### Clock network drawn from the DEF

Scale bar: 20 µm.
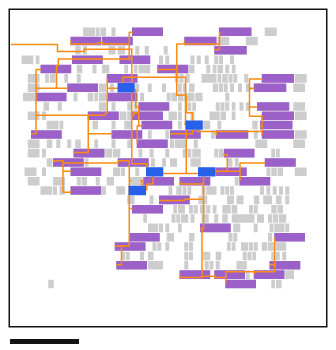
### Close-up of the layout

Window x 26 to 66, y 26 to 66 µm. Cells in gray, sequential cells in the stronger gray; small squares are vias.
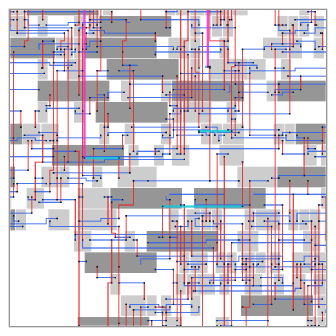
`src/rtl/bcd_display_scanner.sv`:
```
// bcd_display_scanner: multiplexes a 3-digit BCD word onto a common-anode 7-seg display; `LEADING_ZERO_BLANK_EN blanks leading zeros
module bcd_display_scanner #(
    parameter int CLK_DIV      = 50000,
    parameter int BLANK_CYCLES = 4
) (
    input  logic        clk,
    input  logic        rst_n,
    input  logic [11:0] bcd_in,
    input  logic        bcd_valid,
    output logic [6:0]  seg_n,
    output logic [2:0]  an_n,
    output logic        frame_tick
);
    localparam int CW = $clog2(CLK_DIV);
    typedef enum logic [1:0] {ONES, TENS, HUNDS} state_t;
    state_t      state_q, state_d;
    logic [CW-1:0] div_cnt_q, div_cnt_d;
    logic [11:0] pending_q, pending_d, active_q, active_d;
    logic [6:0]  seg_n_q, seg_n_d;
    logic [2:0]  an_n_q, an_n_d;
    logic        wrap, frame_start, hide, blank;
    logic [3:0]  nibble;
    function automatic logic [6:0] decode(input logic [3:0] n);
        case (n)
            4'd0: decode = 7'b1000000;
            4'd1: decode = 7'b1111001;
            4'd2: decode = 7'b0100100;
            4'd3: decode = 7'b0110000;
            4'd4: decode = 7'b0011001;
            4'd5: decode = 7'b0010010;
            4'd6: decode = 7'b0000010;
            4'd7: decode = 7'b1111000;
            4'd8: decode = 7'b0000000;
            4'd9: decode = 7'b0010000;
            default: decode = 7'b0111111;
        endcase
    endfunction
    // Slot timing, value hand-off at the frame boundary, and next display drive
    always_comb begin
        wrap        = div_cnt_q == CW'(CLK_DIV - 1);
        frame_start = wrap && state_q == HUNDS;
        div_cnt_d   = wrap ? '0 : div_cnt_q + CW'(1);
        state_d     = !wrap ? state_q : state_q == ONES ? TENS : state_q == TENS ? HUNDS : ONES;
        pending_d   = bcd_valid ? bcd_in : pending_q;
        active_d    = frame_start ? pending_d : active_q;
        nibble      = state_q == ONES ? active_q[3:0] : state_q == TENS ? active_q[7:4] : active_q[11:8];
`ifdef LEADING_ZERO_BLANK_EN
        hide        = (state_q == HUNDS && active_q[11:8] == 4'd0) ||
                      (state_q == TENS && active_q[11:4] == 8'd0);
`else
        hide        = 1'b0;
`endif
        blank       = div_cnt_q < CW'(BLANK_CYCLES) || hide;
        an_n_d      = blank ? 3'b111 : state_q == ONES ? 3'b110 : state_q == TENS ? 3'b101 : 3'b011;
        seg_n_d     = blank ? 7'h7F : decode(nibble);
    end
    // Register scan state, stored values and display outputs
    always_ff @(posedge clk or negedge rst_n) begin
        if (!rst_n) begin
            state_q   <= ONES;
            div_cnt_q <= '0;
            pending_q <= 12'h000;
            active_q  <= 12'h000;
            seg_n_q   <= 7'h7F;
            an_n_q    <= 3'b111;
        end else begin
            state_q   <= state_d;
            div_cnt_q <= div_cnt_d;
            pending_q <= pending_d;
            active_q  <= active_d;
            seg_n_q   <= seg_n_d;
            an_n_q    <= an_n_d;
        end
    end
    assign seg_n      = seg_n_q;
    assign an_n       = an_n_q;
    assign frame_tick = frame_start;
endmodule
```
`config.mk`:
```
export PLATFORM = sky130hd
export DESIGN_NAME = bcd_display_scanner
export DESIGN_NICKNAME = d
export VERILOG_FILES = /design/src/rtl/bcd_display_scanner.sv
export SDC_FILE = /design/constraint.sdc
export NUM_CORES = 1
export LEC_CHECK = 0
export ABC_AREA = 1
export CORE_MARGIN = 3
export CORE_UTILIZATION = 34
export DETAILED_ROUTE_END_ITERATION = 10
export PLACE_DENSITY_LB_ADDON = 0.2
export SLEW_MARGIN = 40
export SYNTH_ARGS = -nofsm -noshare
export SYNTH_HDL_FRONTEND = slang
export SYNTH_SLANG_ARGS = --single-unit
```
`constraint.sdc`:
```
create_clock -name clk -period 4.85 [get_ports clk]
set_clock_uncertainty 0.2 [all_clocks]
set_input_delay 0.97 -clock clk [delete_from_list [all_inputs] [get_ports clk]]
set_output_delay 0.97 -clock clk [all_outputs]
set_load 0.02 [all_outputs]
```
==> out/qor.json <==
{
  "ys_seq_share": {"value": 52.26, "unit": "%"},
  "total_clock_sinks": {"value": 52},
  "inverters": {"value": 45},
  "dr.pass1.iters": {"value": 4},
  "ys_sh_simple": {"value": 30.86, "unit": "%"},
  "grt_pass1_vias": {"value": 1830},
  "postSynth.asyncResetShare": {"value": 100.0, "unit": "%"},
  "worst_r2r_startpoint": {"value": "div_cnt_q[10]"},
  "detailed_place.area": {"value": 2835, "unit": "µm²"},
  "fp_util": {"value": 36.00, "unit": "%"},
  "worst_slew_pin_slew": {"value": 0.6553, "unit": "ns"},
  "peak_supply_drop": {"value": 0.1217, "unit": "mV"},
  "layout_setup_ws": {"value": 1.464, "unit": "ns"},
  "reg2regPathDepth": {"value": 6},
  "cp_cell_sequence": {"value": "ha_1, nand2_1, inv_1, nand2_1, inv_1, nand3b_1, nor3_1, clkdlybuf4s50_1"},
  "multiInputGateArea": {"value": 982.2, "unit": "µm²"},
  "grt_max_degree": {"value": 28},
  "place.gp.congestion": {"value": 0.7907},
  "nWellTaps": {"value": 96},
  "yosys.area.top_type": {"value": "sky130_fd_sc_hd__dfrtp_1"},
  "powerDensity": {"value": 252.0, "unit": "nW/µm²"},
  "height_of_the_chip": {"value": 91.99, "unit": "µm"},
  "status": {"value": "finished clean"}
}
Back to the opening pictures, 'Clock network drawn from the DEF':
[blue] clock drivers | count: 5
[purple] flip-flops | count: 52
[orange] clock wires | length: 644 µm
routed clock nets: 6
Clk power: 0.261 mW
clock share of power: 35.3%
clk latency late pin: 0.31 ns

Back to the opening pictures, 'Close-up of the layout':
| color | layer |
|---|---|
| cyan | metal 3 |
| blue | metal 1 |
| magenta | metal 4 |
| red | metal 2 |
netlist names of flops here include: active_q (7), div_cnt_q (6)
cells with their middle in the window: 107
most frequent: nand2_1 (35), inv_1 (14), dfrtp_1 (14)
sequential cells in the window: 15

==> worst register-to-register path, stage by stage (launching register included) <==
cell	delay, ns
sky130_fd_sc_hd__dfrtp_1	0.45
sky130_fd_sc_hd__nor2_2	0.20
sky130_fd_sc_hd__nand2_2	0.09
sky130_fd_sc_hd__nor3b_4	0.52
sky130_fd_sc_hd__nand3_2	0.36
sky130_fd_sc_hd__nand2_1	0.14
sky130_fd_sc_hd__nand2_1	0.05
==> stage by stage <==
step	utilization [%]	cells	total power [mW]	hold WS, ns
5_1_grt	42.03	431	0.7722	0.2896
3_5_place_dp	40.61	423	0.4875	0.2538
2_1_floorplan	-	310	0.4634	0.2322
3_3_place_gp	40.61	423	0.4871	0.2444
6_report	42.03	431	0.7393	0.2639
4_1_cts	41.99	431	0.7492	0.2668
No activity file was given, so power comes from the tool's default toggle rates.
